--- config.mk ---
export PLATFORM = sky130hd
export DESIGN_NAME = minmax_tracker
export DESIGN_NICKNAME = d
export VERILOG_FILES = /design/src/rtl/minmax_tracker.sv
export SDC_FILE = /design/constraint.sdc
export NUM_CORES = 1
export LEC_CHECK = 0
export CORE_MARGIN = 2
export CORE_UTILIZATION = 50
export DETAILED_ROUTE_END_ITERATION = 10
export PLACE_DENSITY = 0.77
export REMOVE_ABC_BUFFERS = 1
export SYNTH_ARGS = -nofsm -noshare
export SYNTH_HDL_FRONTEND = slang
export SYNTH_SLANG_ARGS = --single-unit
--- constraint.sdc ---
create_clock -name clk -period 2.05 [get_ports clk]
set_input_delay 0.205 -clock clk [delete_from_list [all_inputs] [get_ports clk]]
set_output_delay 0.205 -clock clk [all_outputs]
set_load 0.02 [all_outputs]
--- src/rtl/minmax_tracker.sv ---
// minmax_tracker: block min/max tracker over a valid/ready sample stream.
// comp_2n is the shared magnitude comparator. It is built from 2-bit slices
// and handles both unsigned and two's-complement operands.

// comp_2n: strict a > b over N 2-bit slices, with an optional signed mode.
// Only the strict relation is exported. The min path calls it with swapped
// operands, so equal operands never produce an update on either path.
module comp_2n #(
  parameter int N = 2
) (
  input  logic           neg,
  input  logic [2*N-1:0] a,
  input  logic [2*N-1:0] b,
  output logic           gt
);

  logic [2*N-1:0] ax;
  logic [2*N-1:0] bx;
  logic [N-1:0]   gt_s;
  logic [N-1:0]   eq_s;

  // Signed mode: flipping both sign bits maps two's-complement onto offset
  // binary, so the unsigned slice chain below orders the values correctly.
  always_comb begin
    ax = a;
    bx = b;
    ax[2*N-1] = a[2*N-1] ^ neg;
    bx[2*N-1] = b[2*N-1] ^ neg;
  end

  for (genvar i = 0; i < N; i++) begin : g_slice
    assign gt_s[i] = (ax[2*i +: 2] > bx[2*i +: 2]);
    assign eq_s[i] = (ax[2*i +: 2] == bx[2*i +: 2]);
  end

  // Resolve the slices starting from the MSB. The first slice that differs decides.
  always_comb begin
    logic above_eq;
    gt       = 1'b0;
    above_eq = 1'b1;
    for (int i = N - 1; i >= 0; i--) begin
      gt       = gt | (above_eq & gt_s[i]);
      above_eq = above_eq & eq_s[i];
    end
  end

endmodule

// State table:
//   state   | meaning
//   S_IDLE  | waiting for start; result registers hold the last block
//   S_FIRST | in_ready=1, the first sample seeds both max and min
//   S_RUN   | in_ready=1, track max/min until LEN samples are accepted
//   S_DONE  | out_valid=1, the result is held until out_ack
module minmax_tracker #(
  parameter int N   = 2,
  parameter int LEN = 4
) (
  input  logic           clk,
  input  logic           rst,
  input  logic           start,
  input  logic           neg,
  input  logic           in_valid,
  input  logic [2*N-1:0] in_data,
  output logic           in_ready,
  output logic           out_valid,
  input  logic           out_ack,
  output logic [2*N-1:0] max_o,
  output logic [2*N-1:0] min_o,
  output logic [7:0]     count_o
);

  localparam int W = 2 * N;

  localparam logic [1:0] S_IDLE  = 2'd0;
  localparam logic [1:0] S_FIRST = 2'd1;
  localparam logic [1:0] S_RUN   = 2'd2;
  localparam logic [1:0] S_DONE  = 2'd3;

  localparam logic [7:0] LEN_C = 8'(LEN);

  logic [1:0]   state;
  logic         neg_q;
  logic [W-1:0] max_q;
  logic [W-1:0] min_q;
  logic [7:0]   count_q;
  logic         in_ready_q;
  logic         out_valid_q;

  logic         accept;
  logic         upd_max;
  logic         upd_min;
  logic [7:0]   count_nx;

  assign accept   = in_valid & in_ready_q;
  assign count_nx = count_q + 8'd1;

  // sample > max
  comp_2n #(.N(N)) u_cmp_max (
    .neg (neg_q),
    .a   (in_data),
    .b   (max_q),
    .gt  (upd_max)
  );

  // min > sample, which is the same as sample < min
  comp_2n #(.N(N)) u_cmp_min (
    .neg (neg_q),
    .a   (min_q),
    .b   (in_data),
    .gt  (upd_min)
  );

  // Block sequencer. The handshake flags and the result are registered alongside the state.
  always_ff @(posedge clk) begin
    if (rst) begin
      state       <= S_IDLE;
      neg_q       <= 1'b0;
      max_q       <= '0;
      min_q       <= '0;
      count_q     <= '0;
      in_ready_q  <= 1'b0;
      out_valid_q <= 1'b0;
    end else begin
      case (state)
        S_IDLE: begin
          if (start) begin
            neg_q      <= neg;
            count_q    <= '0;
            in_ready_q <= 1'b1;
            state      <= S_FIRST;
          end
        end
        S_FIRST: begin
          if (accept) begin
            max_q   <= in_data;
            min_q   <= in_data;
            count_q <= 8'd1;
            if (LEN_C == 8'd1) begin
              in_ready_q  <= 1'b0;
              out_valid_q <= 1'b1;
              state       <= S_DONE;
            end else begin
              state <= S_RUN;
            end
          end
        end
        S_RUN: begin
          if (accept) begin
            if (upd_max) max_q <= in_data;
            if (upd_min) min_q <= in_data;
            count_q <= count_nx;
            if (count_nx == LEN_C) begin
              in_ready_q  <= 1'b0;
              out_valid_q <= 1'b1;
              state       <= S_DONE;
            end
          end
        end
        S_DONE: begin
          if (out_ack) begin
            out_valid_q <= 1'b0;
            state       <= S_IDLE;
          end
        end
        default: begin
          in_ready_q  <= 1'b0;
          out_valid_q <= 1'b0;
          state       <= S_IDLE;
        end
      endcase
    end
  end

  assign in_ready  = in_ready_q;
  assign out_valid = out_valid_q;
  assign max_o     = max_q;
  assign min_o     = min_q;
  assign count_o   = count_q;

endmodule
Figure 1. Wiring by layer.
Two of the layers only.
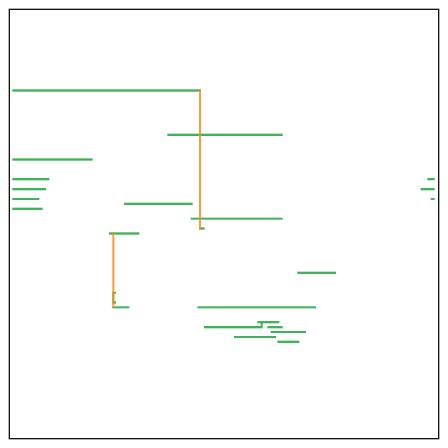
M3 -> green  # wire length 147 um
M4 -> orange  # wire length 29.2 um

Figure 2. Register map, names as in the netlist.
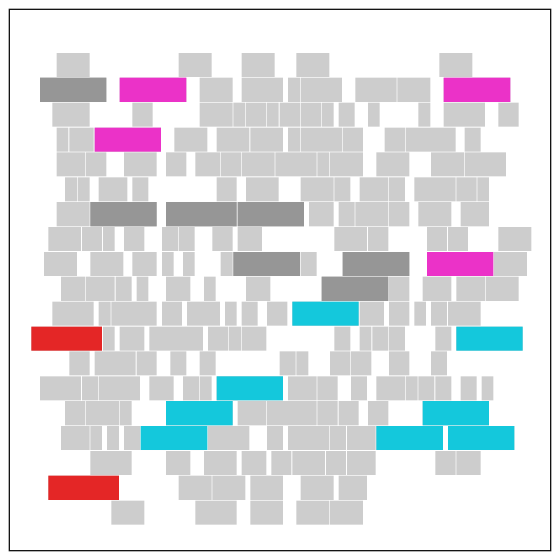
`max_o` -> magenta  # flops 4
`state` -> red  # flops 2
`count_o` -> cyan  # flops 8

==> results.ini <==
[outcome]
status = finished, final reports clean

[logic_synthesis]
edf_count = 0
largest_area_cell = dfxtp_1
ys_sh_xor_pct = 1.73
ys_area_um2 = 1520
common_cells = 21 x dfxtp_1, 15 x ha_1, 15 x nand2b_1, 12 x a21oi_1, 12 x nand2_1
ys_cells = 180
synth_top_area_share_pct = 27.7
ys_top_logic_family = simple AND/OR/NAND/NOR gates
fa_ha_area_share_pct = 12.4
netlist_area_um2 = 1520
dominantRegCellSynth = dfxtp_1
syn_inst = 180

[timing]
post-route-min-period_ns = 1.93
maxSlewViolCount = 0
setup_viol = 0
fmax_ghz = 0.519

[flow_run]
drv_cap = 0

[placement]
portBuffers = 27
routabilityCongestion = 0.820
post-place-ws_ns = -0.139

[worst_setup_path]
r2r_slack_ns = 0.12
path_class = flip-flop to flip-flop
cp_max_fo = 5
start_kind = flip-flop
cp-startpoint = state[0]

[power_and_ir_drop]
p_seq_mw = 0.503
maxPowerGroup = combinational logic
power_leakage_nw = 0.779
power.internal_mw = 0.891
total_power_mw = 1.52
power_frac_clock_pct = 13.7
clock_power_mw = 0.208
pwr-share-comb_pct = 53.2
seqPwrFrac_pct = 33.1
pg_comb_mw = 0.807

[cells_and_area]
regArea_um2 = 424
layout_top_cells = 27 x clkdlybuf4s50_1, 18 x dfxtp_1, 15 x nand2b_1, 15 x ha_1
fin_nets = 235
seq_share_pct = 22.6
flop-count = 21
final_util_pct = 66.2
inverters = 10
fin_cells = 240
n_all_buffers = 33
areaGrowthSynthToFinish_pct = 23.6

[routing]
first_pass_iters = 4
route.antenna.remaining_nets = 0
wl_met2_um = 1710

[floorplan]
die_h_um = 59.1
taps = 31
chipArea_um2 = 3490
ios = 28

[global_routing]
grt_usage_pct = 22.0
grt_pass1_vias = 1370
antenna_found_initial = 0
met1_usage_pct = 29.3
grt_use_met2_pct = 37.0
grt_pass1_wl_um = 6040
grt_max_degree = 18

[hold_path]
hp-start = neg
hold_depth = 3

[clock_network]
clk_path_buf_depth = 2
cts_buffers = 3
clock-root-buffer = clkbuf_4

==> registers in the layout, summed over array words and instances, names as in the netlist <==
name and flops:
neg_q 1, count_o 8, min_o 4, out_valid 1, max_o 4, state 2
in_ready 1
==> repair_timing <==
action / in CTS / in global routing
setup endpoints to repair: 0 / 4
buffers inserted: 0 / 0
gates resized: 0 / 4
==> worst max-delay path: stages (launching register included) <==
cell	delay [ns]
dfxtp_2	0.39
inv_1	0.08
ha_1	0.23
a2bb2oi_1	0.20
nor3_4	0.18
nand3_2	0.15
or4b_1	0.49
a21oi_1	0.15
Power figures rest on the tool's default switching activity, not on a simulated workload.
